### Met1 routing, run 1

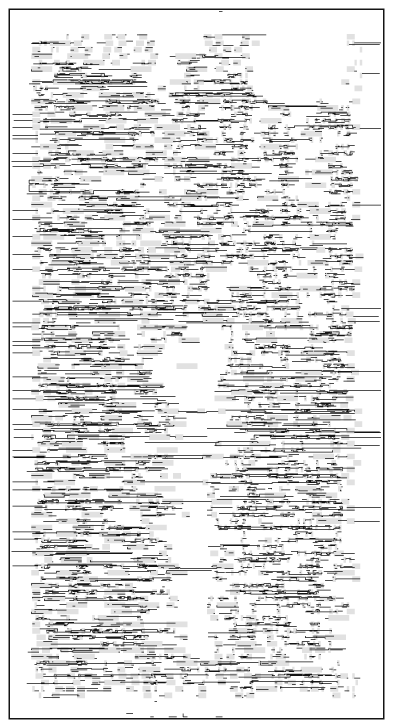
### Signal wires on met2, run 1

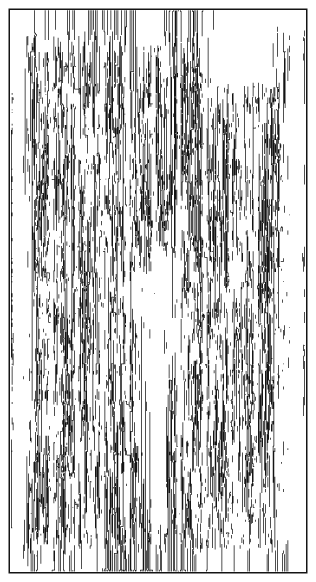
### Signal wires on met4, run 1

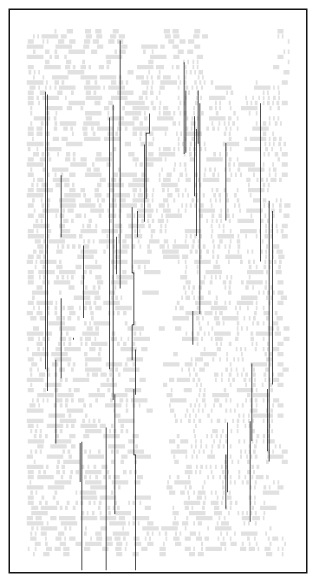
`src/rtl/wmst_from_out_fifo_tile_pkg.sv`:
```
// Shared definitions for the output-tile store path: default sizes,
// lane/byte helpers and the control FSM state encoding.
package wmst_from_out_fifo_tile_pkg;

    localparam int DEF_CW   = 16;
    localparam int DEF_DW   = 32;
    localparam int DEF_XAW  = 32;
    localparam int DEF_XDW  = 128;
    localparam int DEF_BLEN = 8;

    // Number of FIFO words packed into one write-master beat (WCNT).
    function automatic int lanes_of(input int xdw, input int dw);
        return xdw / dw;
    endfunction

    // Bytes carried by one FIFO word.
    function automatic int bytes_of(input int dw);
        return dw / 8;
    endfunction

    typedef enum logic [1:0] {
        ST_IDLE  = 2'd0,
        ST_ISSUE = 2'd1,
        ST_WAIT  = 2'd2
    } tile_state_e;

endpackage

```
`src/rtl/wmst_beat_packer.sv`:
```
// Packs FIFO words into write-master beats, word 0 in the LSB lane.
// Handshake: store_fifo_pop is a request that the FIFO honours whenever
// it is not empty; the popped word arrives one cycle later. On the
// master side buf_write is a valid strobe that is only raised when
// buf_full is low, so every strobe is one accepted beat; the beat data
// is held stable for as long as the beat is pending.
module wmst_beat_packer
    import wmst_from_out_fifo_tile_pkg::*;
#(
    parameter int CW  = DEF_CW,
    parameter int DW  = DEF_DW,
    parameter int XDW = DEF_XDW
) (
    input  logic           clk,
    input  logic           rst,
    input  logic           active,
    input  logic           load,
    input  logic [CW-1:0]  oolen,
    output logic           fifo_pop,
    input  logic [DW-1:0]  fifo_data,
    input  logic           fifo_empty,
    output logic           buf_write,
    output logic [XDW-1:0] buf_data,
    input  logic           buf_full
);

    localparam int LANES = lanes_of(XDW, DW);
    localparam int LW    = $clog2(LANES + 1);

    logic [CW-1:0]  pop_rem_q, pop_rem_d;
    logic [LW-1:0]  pops_q, pops_d;
    logic [LW-1:0]  cap_lane_q, cap_lane_d;
    logic           pend_q, pend_d;
    logic [XDW-1:0] beat_q, beat_d;
    logic           beat_valid_q, beat_valid_d;
    logic           push;

    // Pop only real words, one beat at a time, never while a beat waits.
    always_comb begin
        fifo_pop = active && !fifo_empty && (pop_rem_q != '0) &&
                   (pops_q < LW'(LANES)) && !beat_valid_q;
        push     = beat_valid_q && !buf_full;
    end

    // Lane capture, beat completion (last lane or last real word) and push.
    always_comb begin
        pop_rem_d    = pop_rem_q;
        pops_d       = pops_q;
        cap_lane_d   = cap_lane_q;
        pend_d       = 1'b0;
        beat_d       = beat_q;
        beat_valid_d = beat_valid_q;
        if (load) begin
            pop_rem_d    = oolen;
            pops_d       = '0;
            cap_lane_d   = '0;
            beat_d       = '0;
            beat_valid_d = 1'b0;
        end else begin
            if (push) begin
                beat_valid_d = 1'b0;
                pops_d       = '0;
                beat_d       = '0;
            end
            if (pend_q) begin
                beat_d[cap_lane_q*DW +: DW] = fifo_data;
                // Pad lanes are already zero because the beat clears on push.
                if ((cap_lane_q == LW'(LANES - 1)) || (pop_rem_q == '0)) begin
                    beat_valid_d = 1'b1;
                end
            end
            if (fifo_pop) begin
                pop_rem_d  = pop_rem_q - CW'(1);
                pops_d     = pops_q + LW'(1);
                cap_lane_d = pops_q;
            end
            pend_d = fifo_pop;
        end
    end

    // Packer state registers.
    always_ff @(posedge clk or posedge rst) begin
        if (rst) begin
            pop_rem_q    <= '0;
            pops_q       <= '0;
            cap_lane_q   <= '0;
            pend_q       <= 1'b0;
            beat_q       <= '0;
            beat_valid_q <= 1'b0;
        end else begin
            pop_rem_q    <= pop_rem_d;
            pops_q       <= pops_d;
            cap_lane_q   <= cap_lane_d;
            pend_q       <= pend_d;
            beat_q       <= beat_d;
            beat_valid_q <= beat_valid_d;
        end
    end

    assign buf_write = push;
    assign buf_data  = beat_q;

endmodule

```
`src/rtl/wmst_from_out_fifo_tile.sv`:
```
// Stores one output tile from the output FIFO to external memory: the
// packer streams beats into the write master buffer while the control
// FSM issues one go per burst of up to BLEN words.
module wmst_from_out_fifo_tile
    import wmst_from_out_fifo_tile_pkg::*;
#(
    parameter int CW   = DEF_CW,
    parameter int DW   = DEF_DW,
    parameter int XAW  = DEF_XAW,
    parameter int XDW  = DEF_XDW,
    parameter int BLEN = DEF_BLEN
) (
    input  logic           clk,
    input  logic           rst,
    input  logic           store_start,
    input  logic [XAW-1:0] param_waddr,
    input  logic [CW-1:0]  param_oolen,
    output logic           store_done,
    output logic           store_fifo_pop,
    input  logic [DW-1:0]  store_fifo_data,
    input  logic           store_fifo_empty,
    output logic           wmst_fixed_location,
    output logic [XAW-1:0] wmst_write_base,
    output logic [XAW-1:0] wmst_write_length,
    output logic           wmst_go,
    input  logic           wmst_done,
    output logic           wmst_user_write_buffer,
    output logic [XDW-1:0] wmst_user_buffer_data,
    input  logic           wmst_user_buffer_full
);

    localparam int LANES = lanes_of(XDW, DW);
    localparam int BPW   = bytes_of(DW);

    tile_state_e    state_q, state_d;
    logic [XAW-1:0] addr_q, addr_d;
    logic [CW-1:0]  rem_q, rem_d;
    logic           done_prev_q, done_prev_d;
    logic           store_done_q, store_done_d;

    logic [CW:0]    oolen_ext;
    logic [CW-1:0]  words_rnd;
    logic [CW-1:0]  burst_words;
    logic [XAW-1:0] burst_bytes;
    logic           done_rise;
    logic           start_ok;

    // Tile length rounded up to whole beats, and the current burst size.
    always_comb begin
        oolen_ext   = {1'b0, param_oolen} + (CW+1)'(LANES - 1);
        words_rnd   = CW'((oolen_ext / (CW+1)'(LANES)) * (CW+1)'(LANES));
        burst_words = (rem_q > CW'(BLEN)) ? CW'(BLEN) : rem_q;
        burst_bytes = XAW'(burst_words) * XAW'(BPW);
        done_rise   = wmst_done && !done_prev_q;
        start_ok    = store_start && (state_q == ST_IDLE);
        done_prev_d = wmst_done;
    end

    // Next-state logic: start, issue a burst, wait for its completion edge.
    always_comb begin
        state_d      = state_q;
        addr_d       = addr_q;
        rem_d        = rem_q;
        store_done_d = 1'b0;
        case (state_q)
            ST_IDLE: begin
                if (store_start) begin
                    addr_d = param_waddr;
                    rem_d  = words_rnd;
                    if (words_rnd != '0) begin
                        state_d = ST_ISSUE;
                    end else begin
                        store_done_d = 1'b1;
                    end
                end
            end
            ST_ISSUE: begin
                addr_d  = addr_q + burst_bytes;
                rem_d   = rem_q - burst_words;
                state_d = ST_WAIT;
            end
            ST_WAIT: begin
                if (done_rise) begin
                    if (rem_q != '0) begin
                        state_d = ST_ISSUE;
                    end else begin
                        store_done_d = 1'b1;
                        state_d      = ST_IDLE;
                    end
                end
            end
            default: state_d = ST_IDLE;
        endcase
    end

    // Control state registers.
    always_ff @(posedge clk or posedge rst) begin
        if (rst) begin
            state_q      <= ST_IDLE;
            addr_q       <= '0;
            rem_q        <= '0;
            done_prev_q  <= 1'b0;
            store_done_q <= 1'b0;
        end else begin
            state_q      <= state_d;
            addr_q       <= addr_d;
            rem_q        <= rem_d;
            done_prev_q  <= done_prev_d;
            store_done_q <= store_done_d;
        end
    end

    // Burst command outputs are only driven during the go cycle.
    always_comb begin
        wmst_go           = 1'b0;
        wmst_write_base   = '0;
        wmst_write_length = '0;
        if (state_q == ST_ISSUE) begin
            wmst_go           = 1'b1;
            wmst_write_base   = addr_q;
            wmst_write_length = burst_bytes;
        end
    end

    assign store_done          = store_done_q;
    assign wmst_fixed_location = 1'b0;

    wmst_beat_packer #(
        .CW  (CW),
        .DW  (DW),
        .XDW (XDW)
    ) u_packer (
        .clk        (clk),
        .rst        (rst),
        .active     (state_q != ST_IDLE),
        .load       (start_ok),
        .oolen      (param_oolen),
        .fifo_pop   (store_fifo_pop),
        .fifo_data  (store_fifo_data),
        .fifo_empty (store_fifo_empty),
        .buf_write  (wmst_user_write_buffer),
        .buf_data   (wmst_user_buffer_data),
        .buf_full   (wmst_user_buffer_full)
    );

endmodule

```
`config.mk`:
```
export PLATFORM = sky130hd
export DESIGN_NAME = wmst_from_out_fifo_tile
export DESIGN_NICKNAME = d
export VERILOG_FILES = /design/src/rtl/wmst_from_out_fifo_tile_pkg.sv /design/src/rtl/wmst_beat_packer.sv /design/src/rtl/wmst_from_out_fifo_tile.sv
export SDC_FILE = /design/constraint.sdc
export NUM_CORES = 1
export LEC_CHECK = 0
export ABC_AREA = 1
export CAP_MARGIN = 20
export CELL_PAD_IN_SITES_DETAIL_PLACEMENT = 1
export CELL_PAD_IN_SITES_GLOBAL_PLACEMENT = 1
export CORE_ASPECT_RATIO = 2
export CORE_MARGIN = 8
export CORE_UTILIZATION = 30
export DETAILED_ROUTE_END_ITERATION = 8
export PLACE_DENSITY_LB_ADDON = 0.1
export SLEW_MARGIN = 20
export SYNTH_ARGS = -nofsm -noshare
export SYNTH_HDL_FRONTEND = slang
export SYNTH_SLANG_ARGS = --single-unit
```
`constraint.sdc`:
```
create_clock -name clk -period 18.8 [get_ports clk]
set_input_delay 2.82 -clock clk [delete_from_list [all_inputs] [get_ports clk]]
set_output_delay 2.82 -clock clk [all_outputs]
set_load 0.05 [all_outputs]
```
==> results_dict.tcl, run 1 <==
# yosys + openroad results
set metrics [dict create \
    syn-cell-area_sq_um 11950 \
    hold_viol 0 \
    share_seq_of_total_power_pct 28.6 \
    cell_rows 103 \
    area_of_all_placed_cells_without_fillers_sq_um 15540 \
    p_sw_mw 1.103 \
    synth_seq_share_pct 42.72 \
    aoi_share_pct 14.85 \
    dp_hpwl_microns 36960 \
    critical_path_cell_count 4 \
    area_growth_pct 30.06 \
    chipWidth_microns 157.1 \
    grt_util_met1_pct 20.34 \
    cp.required_ns 15.98 \
    run_status "finished clean" \
    post-cts-setup-buffer-count 0 \
    adder_share_pct 2.471 \
    sh_seq_area_pct 32.86 \
    worst_r2r_endpoint "u_packer.buf_data[54]" \
    crit_path_top_delay_cell "clkdlybuf4s50_1" \
    comb_power_share_pct 50.9 \
    worstHoldStart "rem_q[0]" \
    grt_setup_unrepaired "no" \
    worst_setup_hold_path_clk_slew_ns 0.06 \
    clock_net_power_uw 457 \
    post_dp_cell_area_sq_um 14830 \
    async_reset_ff_share_pct 100.0 \
    proportion_of_cell_area_occupied_by_multi_input_gates_pct 37.33 \
    largest_net_degree_at_the_start_of_global_routing 97 \
    placement.io_buffers 253 \
    io_pins 283 \
    initialDrtViolationCount 390 \
    postLayoutCoreUtil_pct 39.41 \
    fin_tns_setup_ns 0 \
    ys_top_logic_family "simple AND/OR/NAND/NOR gates" \
    warning_count 27 \
    simple_gate_area_share_pct 28.18 \
    cp-start-kind "input port" \
    grt_use_met3_pct 5.975 \
    post_cts_hold_buffer_count 0 \
    timing.final.crit_share_pct 41.73 \
]
About 'Met1 routing':
wire length on this layer	17000 microns
nets with wire on the layer	1751
share of all routed wire	34%
main direction	horizontal

About 'Signal wires on met2':
wire length on this layer	27.4 mm
main direction	vertical
longest straight run	160 microns
share of all routed wire	55%

About 'Signal wires on met4':
main direction	vertical
longest straight run	157 microns
nets with wire on the layer	30
share of all routed wire	4.6%
total wire length: 50050 microns
total number of vias: 11836

==> run 2, diff against run 1 <==
clock period = 6.64 ns   (was 18.8 ns; I/O delays follow)
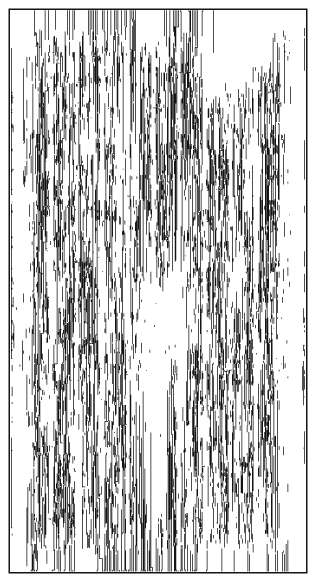
*Signal wires on met2, run 2*
total wire length: 50060 microns
Global Route met2 Usage: 41.29%

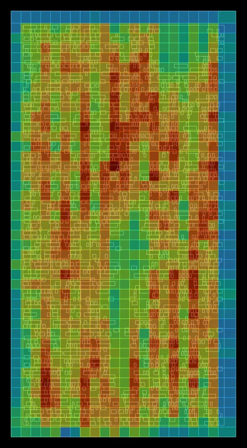
*Routing congestion map, run 2*
DR WL/cell: 21.18 microns
global-route track usage on met3: 5.395%
utilization after layout: 39.51%
combined global-route utilization of all metal layers: 21.44%

==> run 2 against run 1 <==
Cell area rose by 0.25%. Sequential share of layout area fell by 0.082 points. Combinational power rose to 2.8 times the previous value. Critical path type is now flop to output pin.
==> results_dict.tcl, run 2 <==
# yosys + openroad results
set metrics [dict create \
    run_status "finished clean" \
    whs_endpoint "rem_q[0]" \
    top_cells_by_count "384 x nand2_1, 204 x dfrtp_1, 171 x a21oi_1" \
    cp-start-kind "flop" \
    routed_via_density 5.019 \
    chipHeight_microns 298.2 \
    worst-r2r-cell-count 11 \
    amount_of_wire_on_met2_after_detailed_routing_microns 27600 \
    share_seq_of_total_power_pct 28.5 \
    timing.final.crit_share_pct 67.68 \
    area_of_all_placed_cells_without_fillers_sq_um 15580 \
    top_area_cell "dfrtp_1" \
    clock_tree.root_cell "clkbuf_16" \
    comb_power_share_pct 50.7 \
    timing.slew.headroom_pct 30.73 \
    placement.io_buffers 253 \
    netlist_top_cells_area "dfrtp_1 43%, nand2_1 12%, a21oi_1 7.2%" \
    async_reset_ff_share_pct 100.0 \
    cell_rows 103 \
    syn-cell-area_sq_um 11950 \
    post_cts_hold_buffer_count 0 \
    largest_net_degree_at_the_start_of_global_routing 122 \
    max_stage_delay_ns 0.84 \
    wl_met1_microns 17180 \
    seq_cells 204 \
    critical_path_cell_count 6 \
    p_sw_mw 3.100 \
    area_growth_pct 30.39 \
    critical_path_s_top_delay_family "buffers and inverters" \
    worst_setup_hold_path_clk_slew_ns 0.06 \
    leakagePower_nw 6.990 \
    aoi_share_pct 14.85 \
    hold_depth 2 \
    chipWidth_microns 157.1 \
    synth_seq_share_pct 42.72 \
    warning_count 30 \
    cts.sinks 204 \
    pwr_density_cell_nw_per_um2 406.9 \
    power.share.clock_pct 20.7 \
    core_area_sq_um 39440 \
    synth.yosys.warnings 0 \
    fin_hold_ws_ns 0.4969 \
    skew_ns 0.01074 \
    adder_share_pct 2.471 \
    simple_gate_area_share_pct 28.18 \
    crit_path_max_fanout 43 \
    ant_nets 0 \
    grt_setup_unrepaired "no" \
    vias 11859 \
    sh_seq_area_pct 32.77 \
    layout.cells.largest_class "multi-input combinational cells" \
    cp.required_ns 5.64 \
    achievable-frequency_mhz 222.5 \
    grt_util_met1_pct 20.77 \
    crit_path_top_delay_cell "clkdlybuf4s50_1" \
    antenna_found_initial 3 \
    wl_met3_microns 3050 \
    max_slew.worst_pin.slew_ns 1.039 \
    dp_worst_setup_slack_ns 2.371 \
    worst_r2r_endpoint "u_packer.buf_data[54]" \
    signal_buffer_area_fraction_pct 16.98 \
    post_dp_cell_area_sq_um 14830 \
    clock_net_power_mw 1.31 \
    ys_top_logic_family "simple AND/OR/NAND/NOR gates" \
    setup_viol 0 \
    nWellTaps 525 \
    proportion_of_cell_area_occupied_by_multi_input_gates_pct 37.24 \
    worstHoldStart "rem_q[0]" \
    fin_tns_setup_ns 0 \
    initialDrtViolationCount 376 \
    regToRegSetupSlack_ns 2.51 \
    total_combinational_power_mw 3.22 \
    post-cts-setup-buffer-count 0 \
    dp_hpwl_microns 37300 \
    io_pins 283 \
    hold_viol 0 \
    mostFrequentLayoutCell "nand2_1" \
]
==> run 3, diff against run 2 <==
clock period = 4.2 ns   (was 6.64 ns; I/O delays follow)
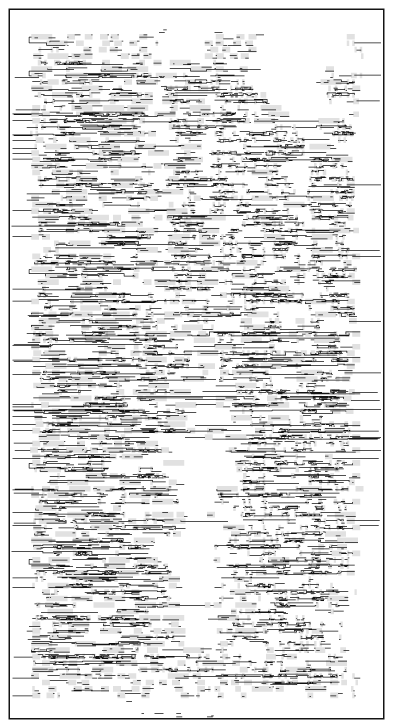
*Met1 routing, run 3*
met1 Track Usage GR: 21.49%
total wire length: 51600 microns
total number of vias: 12002

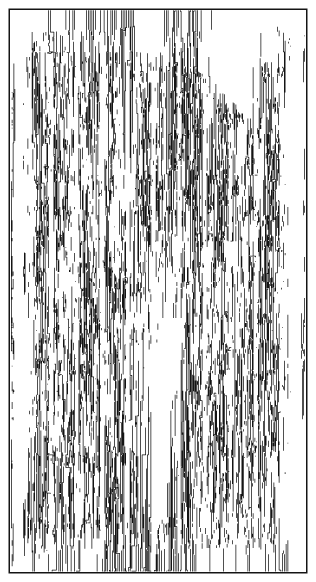
*Signal wires on met2, run 3*
share of all routed wire	55%
main direction	vertical
longest straight run	97.2 microns

==> run 3 against run 2 <==
Global-route usage is 0.59 points higher. Register-to-register slack got worse by 1.9 ns. Clock skew grew 0.0024 ns. Critical path depth grew 16. Critical endpoint is now addr_q[26]. Combinational power increased by 59%. Largest power group unchanged. Sequential cell count is the same. Wire length is 3.1% higher. Worst hold slack better by 0.011 ns.
==> results_dict.tcl, run 3 <==
# yosys + openroad results
set metrics [dict create \
    run_status "finished clean" \
    whs_endpoint "rem_q[0]" \
    pwr_density_cell_nw_per_um2 644.9 \
    worst_r2r_endpoint "addr_q[26]" \
    adder_share_pct 2.471 \
    crit_path_max_fanout 7 \
    setup_viol 0 \
    achievable-frequency_mhz 276.2 \
    clock_tree.root_cell "clkbuf_16" \
    proportion_of_cell_area_occupied_by_multi_input_gates_pct 37.11 \
    share_seq_of_total_power_pct 28.6 \
    post_cts_hold_buffer_count 0 \
    regToRegSetupSlack_ns 0.58 \
    dp_hpwl_microns 38910 \
    critical_path_s_top_delay_family "simple AND/OR/NAND/NOR gates" \
    cell_rows 103 \
    hold_viol 0 \
    ant_nets 0 \
    ys_top_logic_family "simple AND/OR/NAND/NOR gates" \
    sh_seq_area_pct 32.66 \
    gr-usage-all-layers_pct 22.03 \
    critical_path_cell_count 22 \
    aoi_share_pct 14.85 \
    warning_count 27 \
    initialDrtViolationCount 352 \
    grt_use_met2_pct 42.04 \
    signal_buffer_area_fraction_pct 17.38 \
    area_growth_pct 30.84 \
    post_dp_cell_area_sq_um 14900 \
    wl_met3_microns 3195 \
    timing.slew.headroom_pct 40.70 \
    power.share.clock_pct 20.5 \
    antenna_found_initial 3 \
    cp-start-kind "flop" \
    clock_net_power_mw 2.07 \
    cts.sinks 204 \
]
Power and IR drop assume default switching activity.
